$ cat src/rtl/full_adder.sv
`timescale 1ns/1ps
// Purpose: registered WIDTH-bit ripple-carry adder, {cout,sum} = a + b + cin (signed ovf with FA_OVERFLOW_EN).
// Latency: 1 cycle from in_valid to out_valid; sum/cout/ovf hold between captures.
// Backpressure: none; a new operand set is accepted every cycle.

// Purpose: 1-bit full-adder cell.
// Latency: combinational.
// Backpressure: n/a.
module full_adder_cell (
    input  logic a,
    input  logic b,
    input  logic ci,
    output logic s,
    output logic co
);
    assign s  = a ^ b ^ ci;
    assign co = (a & b) | (a & ci) | (b & ci);
endmodule

// Purpose: WIDTH-bit registered adder top; macro FA_OVERFLOW_EN adds the ovf output.
// Latency: 1 cycle.
// Backpressure: none.
module full_adder #(
    parameter int WIDTH = 1
) (
    input  logic             clk,
    input  logic             rst_n,
    output logic             cout,
    output logic [WIDTH-1:0] sum,
    input  logic [WIDTH-1:0] a,
    input  logic [WIDTH-1:0] b,
    input  logic             cin,
    input  logic             in_valid,
    output logic             out_valid
`ifdef FA_OVERFLOW_EN
    ,
    output logic             ovf
`endif
);
    if (WIDTH < 1 || WIDTH > 64) begin : g_bad_width
        $error("full_adder: WIDTH must be in 1..64");
    end

    // Operands are forced to zero when not valid so X never reaches the carry chain.
    logic [WIDTH-1:0] a_m;
    logic [WIDTH-1:0] b_m;
    logic             cin_m;
    logic [WIDTH:0]   c;
    logic [WIDTH-1:0] s;

    assign a_m   = in_valid ? a   : '0;
    assign b_m   = in_valid ? b   : '0;
    assign cin_m = in_valid ? cin : 1'b0;
    assign c[0]  = cin_m;

    for (genvar i = 0; i < WIDTH; i++) begin : g_cell
        full_adder_cell u_cell (
            .a  (a_m[i]),
            .b  (b_m[i]),
            .ci (c[i]),
            .s  (s[i]),
            .co (c[i+1])
        );
    end

    always_ff @(posedge clk or negedge rst_n) begin
        if (!rst_n) begin
            sum       <= '0;
            cout      <= 1'b0;
            out_valid <= 1'b0;
`ifdef FA_OVERFLOW_EN
            ovf       <= 1'b0;
`endif
        end else begin
            out_valid <= in_valid;
            if (in_valid) begin
                sum  <= s;
                cout <= c[WIDTH];
`ifdef FA_OVERFLOW_EN
                ovf  <= c[WIDTH] ^ c[WIDTH-1];
`endif
            end
        end
    end
endmodule

$ cat config.mk
export PLATFORM = sky130hd
export DESIGN_NAME = full_adder
export DESIGN_NICKNAME = d
export VERILOG_FILES = /design/src/rtl/full_adder.sv
export SDC_FILE = /design/constraint.sdc
export NUM_CORES = 1
export LEC_CHECK = 0
export CAP_MARGIN = 10
export CELL_PAD_IN_SITES_DETAIL_PLACEMENT = 1
export CELL_PAD_IN_SITES_GLOBAL_PLACEMENT = 2
export CORE_AREA = 2 2 39 41
export CTS_CLUSTER_DIAMETER = 60
export DETAILED_ROUTE_END_ITERATION = 12
export DIE_AREA = 0 0 41 43
export PLACE_DENSITY_LB_ADDON = 0.1
export REMOVE_ABC_BUFFERS = 1
export SETUP_SLACK_MARGIN = 0.3
export SLEW_MARGIN = 20
export SYNTH_ARGS = -nofsm -noshare
export SYNTH_HDL_FRONTEND = slang
export SYNTH_SLANG_ARGS = --single-unit
$ cat constraint.sdc
create_clock -name clk -period 1.4 [get_ports clk]
set_input_delay 0.28 -clock clk [delete_from_list [all_inputs] [get_ports clk]]
set_output_delay 0.28 -clock clk [all_outputs]
set_load 0.05 [all_outputs]
pdn.png
Bar = 10 µm. Pins as bars on the die edge.
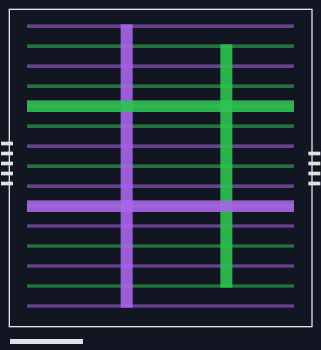
legend:
  green:
    net: VDD
  purple:
    net: VSS
met5 straps: 2
signal pins: 9
area inside the core boundary: 1380 µm²
die width: 41 µm
chip height: 43 µm
peak supply drop: 0.000191 V

cell_classes.png
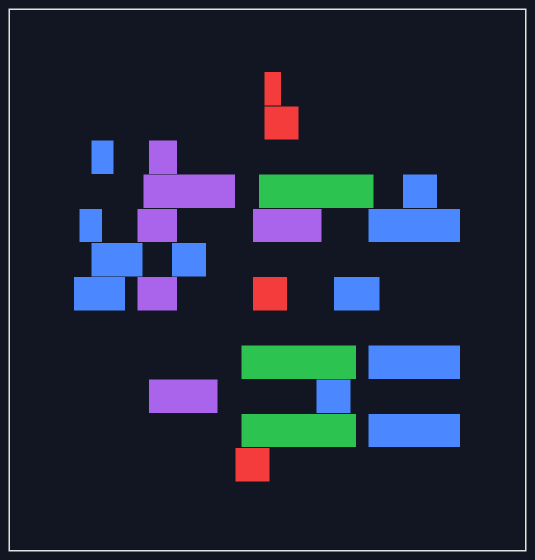
legend:
  red:
    class: clock drivers and dummy loads
    cells: 4
    share_of_their_area: 8.8%
  green:
    class: flip-flops
    cells: 3
    share_of_their_area: 25%
  purple:
    class: all other logic
    cells: 6
    share_of_their_area: 25%
  blue:
    class: other buffers and delay cells
    cells: 11
    share_of_their_area: 42%
fraction of the core area covered by cells at the end of the flow: 0.231
std cell rows: 14

==> run notes <==
The implementation run finished. The critical path is of the in -> reg type. Number of buffers added to fix hold violations after cts landed at 0. By instance count after routing, the leading logic cell types are 3 x sky130_fd_sc_hd__clkbuf_4, 3 x sky130_fd_sc_hd__dfrtp_1, 3 x sky130_fd_sc_hd__buf_12, 3 x sky130_fd_sc_hd__buf_4. Per the synthesis report, the number of distinct cell types is 4. Summed over all cells, the static leakage comes to 0.155 nW.

Checking hold timing, the worst path is listed with class in -> async. Among cell families on the critical path, the largest total delay comes from adder cells. On the reported timing paths, the clock transition at the registers reads 30 ps.

After synthesis, the cell types taking the most area are sky130_fd_sc_hd__dfrtp_1 52%, sky130_fd_sc_hd__mux2_4 21%, sky130_fd_sc_hd__fa_1 14%, sky130_fd_sc_hd__and2_1 13%. The capture point of the worst register-to-register path is recorded as cout$_DFFE_PN0P_. For the final routed database, the setup TNS stands at 0 ps. Dividing total power by cell area gives a power density of 1200 nW/µm². Ranked by power, first place goes to the clock network.

Transition at the pin with the smallest max-transition slack landed at 144 ps. Number of flops mapped to enable cells by yosys landed at 0. Post-synthesis cell count from yosys landed at 9. The final timing report lists a hold violation count of 0. Instance area at placement landed at 282 µm². Number of CTS-inserted buffers landed at 3. Gates resized during post-CTS repair numbered 16. On the final layout, the worst clock skew is 0 ps. Setup slack after placement landed at -366 ps. Post-synthesis chip area from yosys landed at 144 µm².

TritonCTS built the clock tree. Entering global routing, the biggest net connects 5 pins. For reference, the top cells by count after synthesis are 3 x sky130_fd_sc_hd__and2_1, 3 x sky130_fd_sc_hd__dfrtp_1, 2 x sky130_fd_sc_hd__mux2_4.

Global-route wire length before repair landed at 552 µm. Per the synth stats, the flop cell with the highest instance count is sky130_fd_sc_hd__dfrtp_1. Routed signal wires occupy layers up through met3. Number of global-route vias before repair landed at 152. STA shows the worst reg2reg path with a cell count of 2. Number of flip-flops and latches in the synthesized netlist landed at 3.

Of the total power, the share spent switching nets is 0.272. Maximum operating frequency landed at 886 MHz. The launch point of the worst register-to-register path is recorded as cout$_DFFE_PN0P_. The number of antenna violations at the first check in global routing was 0. Final-layout worst hold slack landed at 236 ps. The run finished with clean final reports. Setup repair after global routing could not meet its margin everywhere. Total detailed-routing wirelength landed at 330 µm. Total number of cells along the worst setup path landed at 4. Number of nets in the layout landed at 32.

Among all stages on the critical path, the largest delay is contributed by sky130_fd_sc_hd__fa_1. Final estimated routing congestion in global placement landed at 0.529. Power in combinational cells landed at 0.128 mW. STA classifies the critical path startpoint as a primary input.

Across every metal layer, demand over resource in global routing totals 0.0584. The clock reaches the later pin of the worst-skew pair after 230 ps. Final worst-path setup slack landed at 272 ps. Max-slew check failures listed in the final report amount to 0. Largest fanout on the critical path landed at 1.

Met3 wire length landed at 45 µm. Summed area of non-filler cells in the final layout landed at 320 µm². Fill cell instance count of the final layout landed at 160.

Of all flip-flops after synthesis, the portion carrying an async set or reset was 1.00. Antenna violation net count after detailed routing landed at 0. Of the synthesized area, sequential elements account for 0.522. CTS built an H-tree with a depth of 1. Total internal power landed at 0.279 mW. The required time at the worst endpoint is listed as 1510 ps.

Setup fix buffers added after clock tree synthesis landed at 0. Post-detailed-route wirelength per cell landed at 8.25 µm. Final cycle utilization of the critical path landed at 0.806.

The finished layout holds 40 standard cells, fillers aside. The script logs the ratio of routed vias to standard cells as 3.03. Wire length the detailed router placed on met1 landed at 123 µm. The worst setup path is captured at a register. Count of boundary I/O pins landed at 9.

Recorded from the global router log, the overflow total was 0.
clock_map.png
Bar = 10 µm.
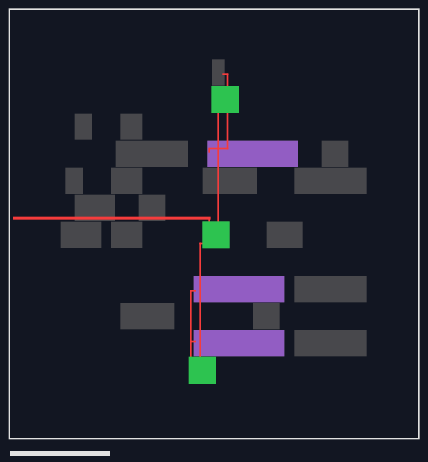
legend:
  green:
    item: cells driving clock nets
    count: 3
  red:
    item: clock wires
    length: 69.6 µm
  purple:
    item: flip-flops
    count: 3
routed clock nets: 4

routing by layer:
layer	GRT usage	vias up
met2	0.0719	9
met5	0	-
li1	-	60
met1	0.0453	52
met4	0.0800	0
met3	0.0471	0
state kept, by name (all words and copies together) (netlist names):
signal     flops
sum            1
cout           1
out_valid      1
kinds of logic after synthesis:
kind of cell               count (synthesis)  synth area share
adders and majority gates                  1             0.139
DFF                                        3             0.522
muxes                                      2             0.209
and+or+nand+nor                            3             0.130
area by class of cell:
class / count / area [µm²] / area share
multi-input cells: 6 / 73.8 / 0.230
well taps: 16 / 20.0 / 0.0625
repair buffers: 11 / 125 / 0.391
flip-flops and latches: 3 / 75.1 / 0.234
clock buffers: 4 / 26.3 / 0.0820
No activity file was given, so power comes from the tool's default toggle rates.
